Routed clock nets over the placement:
Bar = 50 um.
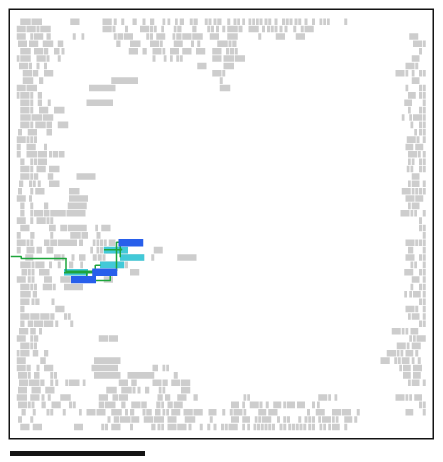
Supply network:
Pins as bars on the die edge. Tap cells in grey.
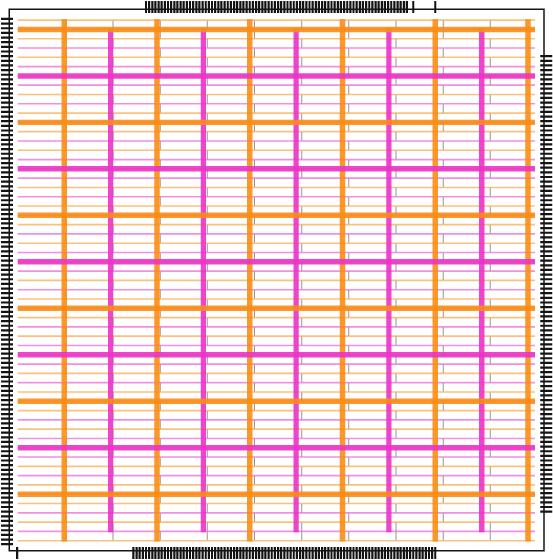
I/O pins on the die edge:
Pins as bars across the die edge, other pins in grey.
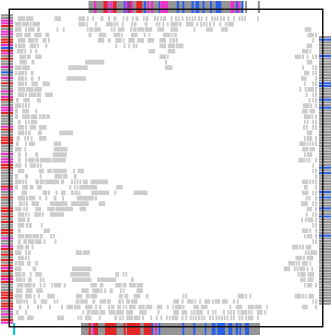
Clock wiring as the flow saved it:
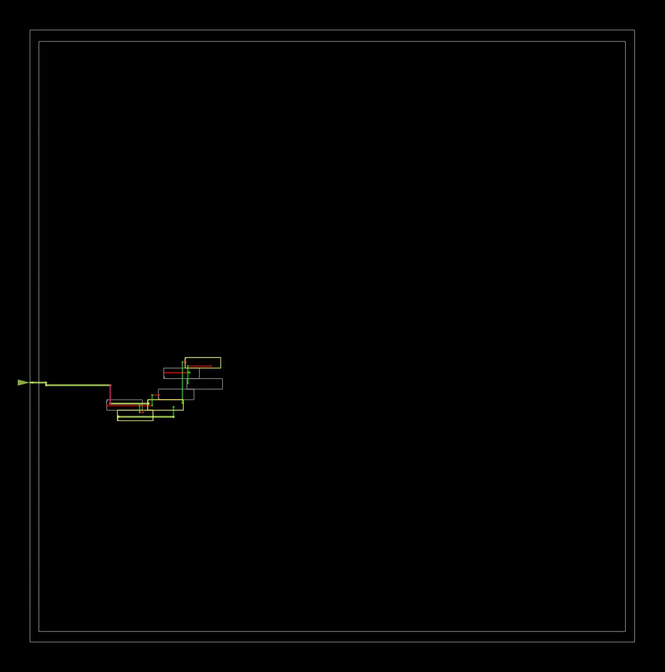
## config.mk

```make
export PLATFORM = sky130hd
export DESIGN_NAME = ext_mem_ctrl
export DESIGN_NICKNAME = d
export VERILOG_FILES = /design/src/rtl/ext_mem_ctrl.sv
export SDC_FILE = /design/constraint.sdc
export NUM_CORES = 1
export LEC_CHECK = 0
export ABC_AREA = 1
export CAP_MARGIN = 25
export CORE_AREA = 2 2 154 156
export DETAILED_ROUTE_END_ITERATION = 6
export DIE_AREA = 0 0 156 158
export SYNTH_ARGS = -nofsm -noshare
export SYNTH_HDL_FRONTEND = slang
export SYNTH_SLANG_ARGS = --single-unit
```

## constraint.sdc

```tcl
create_clock -name clk -period 1.7 [get_ports clk]
set_input_delay 0.255 -clock clk [delete_from_list [all_inputs] [get_ports clk]]
set_output_delay 0.255 -clock clk [all_outputs]
set_load 0.01 [all_outputs]
```

## src/rtl/ext_mem_ctrl.sv

```systemverilog
// Round-robin arbiter in front of one external memory, with pipelined in-order read responses.
// Define EXT_MEM_BW_COUNT_EN to build the saturating bandwidth counters (otherwise tied to zero).
module ext_mem_ctrl #(
  parameter  int DATA_WIDTH   = 32,
  parameter  int MEM_HEIGHT   = 1 << 20,
  parameter  int NUM_PORTS    = 2,
  parameter  int READ_LATENCY = 1,
  parameter  int CNT_WIDTH    = 48,
  localparam int AW           = $clog2(MEM_HEIGHT),
  localparam int PW           = $clog2(NUM_PORTS)
) (
  input  logic                            clk,
  input  logic                            arst_n_in,
  input  logic [NUM_PORTS-1:0]            req_valid,
  output logic [NUM_PORTS-1:0]            req_ready,
  input  logic [NUM_PORTS-1:0]            req_we,
  input  logic [NUM_PORTS*AW-1:0]         req_addr,
  input  logic [NUM_PORTS*DATA_WIDTH-1:0] req_wdata,
  output logic                            rsp_valid,
  output logic [PW-1:0]                   rsp_port,
  output logic [DATA_WIDTH-1:0]           rsp_data,
  output logic [AW-1:0]                   mem_read_addr,
  output logic                            mem_read_en,
  input  logic [DATA_WIDTH-1:0]           mem_qout,
  output logic [AW-1:0]                   mem_write_addr,
  output logic [DATA_WIDTH-1:0]           mem_din,
  output logic                            mem_write_en,
  input  logic                            cnt_clear,
  output logic [CNT_WIDTH-1:0]            cnt_rd,
  output logic [CNT_WIDTH-1:0]            cnt_wr,
  output logic [CNT_WIDTH-1:0]            cnt_busy
);

  localparam logic [AW:0] ADDR_LIMIT = MEM_HEIGHT[AW:0];

  logic [PW-1:0]         rrPtr_q, rrPtr_d;
  logic                  grantFound;
  logic [PW-1:0]         grantIdx;
  logic                  selWe;
  logic [AW-1:0]         selAddr;
  logic [DATA_WIDTH-1:0] selWdata;
  logic                  selInRange;

  logic                  tagValid_q   [READ_LATENCY];
  logic [PW-1:0]         tagPort_q    [READ_LATENCY];
  logic                  tagInRange_q [READ_LATENCY];
  logic                  tagValid_d;
  logic                  tagInRange_d;
  logic [DATA_WIDTH-1:0] rdData;

  // Grants are suppressed while reset is asserted so req_ready is zero immediately.
  always_comb begin
    grantFound = 1'b0;
    grantIdx   = '0;
    for (int k = 0; k < NUM_PORTS; k++) begin
      if (arst_n_in && !grantFound && req_valid[(int'(rrPtr_q) + k) % NUM_PORTS]) begin
        grantFound = 1'b1;
        grantIdx   = PW'((int'(rrPtr_q) + k) % NUM_PORTS);
      end
    end
  end

  always_comb begin
    req_ready = '0;
    if (grantFound) req_ready[grantIdx] = 1'b1;
  end

  assign selWe      = req_we[grantIdx];
  assign selAddr    = req_addr[int'(grantIdx)*AW +: AW];
  assign selWdata   = req_wdata[int'(grantIdx)*DATA_WIDTH +: DATA_WIDTH];
  assign selInRange = {1'b0, selAddr} < ADDR_LIMIT;

  assign mem_write_en   = grantFound & selWe & selInRange;
  assign mem_write_addr = selAddr;
  assign mem_din        = selWdata;
  assign mem_read_en    = grantFound & ~selWe & selInRange;
  assign mem_read_addr  = selAddr;

  always_comb begin
    rrPtr_d = rrPtr_q;
    if (grantFound) rrPtr_d = (int'(grantIdx) == NUM_PORTS - 1) ? '0 : grantIdx + PW'(1);
  end

  assign tagValid_d   = grantFound & ~selWe;
  assign tagInRange_d = selInRange;

  // Read tags ride alongside the memory data so responses leave in grant order.
  always_ff @(posedge clk or negedge arst_n_in) begin
    if (!arst_n_in) begin
      rrPtr_q <= '0;
      for (int s = 0; s < READ_LATENCY; s++) begin
        tagValid_q[s]   <= 1'b0;
        tagPort_q[s]    <= '0;
        tagInRange_q[s] <= 1'b0;
      end
    end else begin
      rrPtr_q         <= rrPtr_d;
      tagValid_q[0]   <= tagValid_d;
      tagPort_q[0]    <= grantIdx;
      tagInRange_q[0] <= tagInRange_d;
      for (int s = 1; s < READ_LATENCY; s++) begin
        tagValid_q[s]   <= tagValid_q[s-1];
        tagPort_q[s]    <= tagPort_q[s-1];
        tagInRange_q[s] <= tagInRange_q[s-1];
      end
    end
  end

  generate
    if (READ_LATENCY == 1) begin : gNoDataPipe
      assign rdData = mem_qout;
    end else begin : gDataPipe
      logic [DATA_WIDTH-1:0] dataPipe_q [READ_LATENCY-1];
      always_ff @(posedge clk or negedge arst_n_in) begin
        if (!arst_n_in) begin
          for (int s = 0; s < READ_LATENCY - 1; s++) dataPipe_q[s] <= '0;
        end else begin
          dataPipe_q[0] <= mem_qout;
          for (int s = 1; s < READ_LATENCY - 1; s++) dataPipe_q[s] <= dataPipe_q[s-1];
        end
      end
      assign rdData = dataPipe_q[READ_LATENCY-2];
    end
  endgenerate

  assign rsp_valid = tagValid_q[READ_LATENCY-1];
  assign rsp_port  = tagPort_q[READ_LATENCY-1];
  assign rsp_data  = (tagValid_q[READ_LATENCY-1] && tagInRange_q[READ_LATENCY-1]) ? rdData : '0;

`ifdef EXT_MEM_BW_COUNT_EN
  logic [CNT_WIDTH-1:0] cntRd_q, cntRd_d;
  logic [CNT_WIDTH-1:0] cntWr_q, cntWr_d;
  logic [CNT_WIDTH-1:0] cntBusy_q, cntBusy_d;

  // Saturating counters; clear takes priority over a same-cycle increment.
  always_comb begin
    cntRd_d   = cntRd_q;
    cntWr_d   = cntWr_q;
    cntBusy_d = cntBusy_q;
    if (cnt_clear) begin
      cntRd_d   = '0;
      cntWr_d   = '0;
      cntBusy_d = '0;
    end else begin
      if (mem_read_en && cntRd_q != '1) cntRd_d = cntRd_q + CNT_WIDTH'(1);
      if (mem_write_en && cntWr_q != '1) cntWr_d = cntWr_q + CNT_WIDTH'(1);
      if (|req_valid && cntBusy_q != '1) cntBusy_d = cntBusy_q + CNT_WIDTH'(1);
    end
  end

  always_ff @(posedge clk or negedge arst_n_in) begin
    if (!arst_n_in) begin
      cntRd_q   <= '0;
      cntWr_q   <= '0;
      cntBusy_q <= '0;
    end else begin
      cntRd_q   <= cntRd_d;
      cntWr_q   <= cntWr_d;
      cntBusy_q <= cntBusy_d;
    end
  end

  assign cnt_rd   = cntRd_q;
  assign cnt_wr   = cntWr_q;
  assign cnt_busy = cntBusy_q;
`else
  logic unusedCntClear;
  assign unusedCntClear = cnt_clear;
  assign cnt_rd   = '0;
  assign cnt_wr   = '0;
  assign cnt_busy = '0;
`endif

endmodule

```

==> results.json <==
{
  "outcome": "finished clean",
  "cap_violations": 0,
  "antenna_found_initial": 0,
  "route.detailed.drc": 0,
  "cts_root_buffer": "clkbuf_16",
  "seq_share_pct": 2.04,
  "lay_top_cells": "conb_1, clkdlybuf4s50_1, nand2_1, buf_2, inv_1",
  "die_w_um": 156,
  "fp.dieH_um": 158,
  "clk_pin_slew_ps": 30,
  "grt_use_met1_pct": 7.81,
  "fmax_mhz": 591,
  "cp.arrival_ps": 1440,
  "routed_wl_um": 9760,
  "highest_layer": "met4",
  "rsz0062_at_grt": "true",
  "stdcell_count": 961,
  "dp.cells": 946,
  "clkPwrFrac_pct": 20.3,
  "firstDrtPassIters": 4,
  "hold_buffers": 0,
  "hp-class": "input pin to asynchronous set/reset pin",
  "cp.depth": 9,
  "postSynthCellCount": 428,
  "cts_sinks": 4,
  "grt_first_pass_wirelength_um": 13100,
  "taps": 290,
  "nNetsFinal": 816,
  "num_io_pins": 397,
  "mux_share_pct": 0,
  "largest_class": "non-clock buffers",
  "critPathMaxStageDelay_ps": 360,
  "leakage_nw": 2.82,
  "period_used_pct": 99.6,
  "met3_usage_pct": 2.00,
  "wl_per_cell_um": 10.2,
  "crit_chain": "inv_2, nand2_4, nand2_8, inv_12, buf_12, buf_16, nand2_4, nand2_4, buf_6",
  "grt_use_total_pct": 6.81
}
Back to the opening pictures, 'routed clock nets over the placement':
[blue] clock-net drivers | count: 3
[cyan] flip-flops | count: 4
[green] clock wires | length: 100 um
routed clock nets	4
flops lie	west

Back to the opening pictures, 'supply network':
colour	net
magenta	VDD
orange	VSS
met4 straps	11
signal pins	397
rows	56
met5 straps	11
met1 rails	57

Back to the opening pictures, 'I/O pins on the die edge':
colour	port	pins	direction	edge
red	req_wdata	64	input	35 west, 21 south, 8 north
cyan	cnt_clear	1	input	south
blue	cnt_rd	48	output	17 south, 16 north, 13 east, 2 west
magenta	req_addr	40	input	24 west, 14 north, 2 south

Back to the opening pictures, 'clock wiring as the flow saved it':
clock latency on the worst-skew pair: 220 ps
clock distribution power: 0.361 mW
total CTS buffers: 3

==> synth_stat cells <==
cell type	number	area share (%)
conb_1	2	0.31
buf_4	168	52
nand2_4	1	0.47
nor2_1	34	5.3
nand2_2	10	2.6
dfrtp_1	4	4.2
inv_4	1	0.26
nand2_1	156	24
buf_2	1	0.21
buf_6	4	1.9
o21ai_0	1	0.21
clkbuf_1	3	0.47
nand3_1	2	0.42
inv_1	37	5.8
inv_2	2	0.31
clkbuf_4	1	0.31
buf_8	1	0.62
==> stage by stage <==
stage | instance area [um2] | power [mW] | setup WS, ps
2_1_floorplan | 2940 | 0.890 | 323
3_3_place_gp | 4630 | 1.37 | -522
3_5_place_dp | 4630 | 1.37 | -517
4_1_cts | 4680 | 1.71 | -34.2
5_1_grt | 4910 | 1.92 | -59.9
6_report | 4910 | 1.78 | 6.99
Power is estimated from default activity; no workload was simulated.
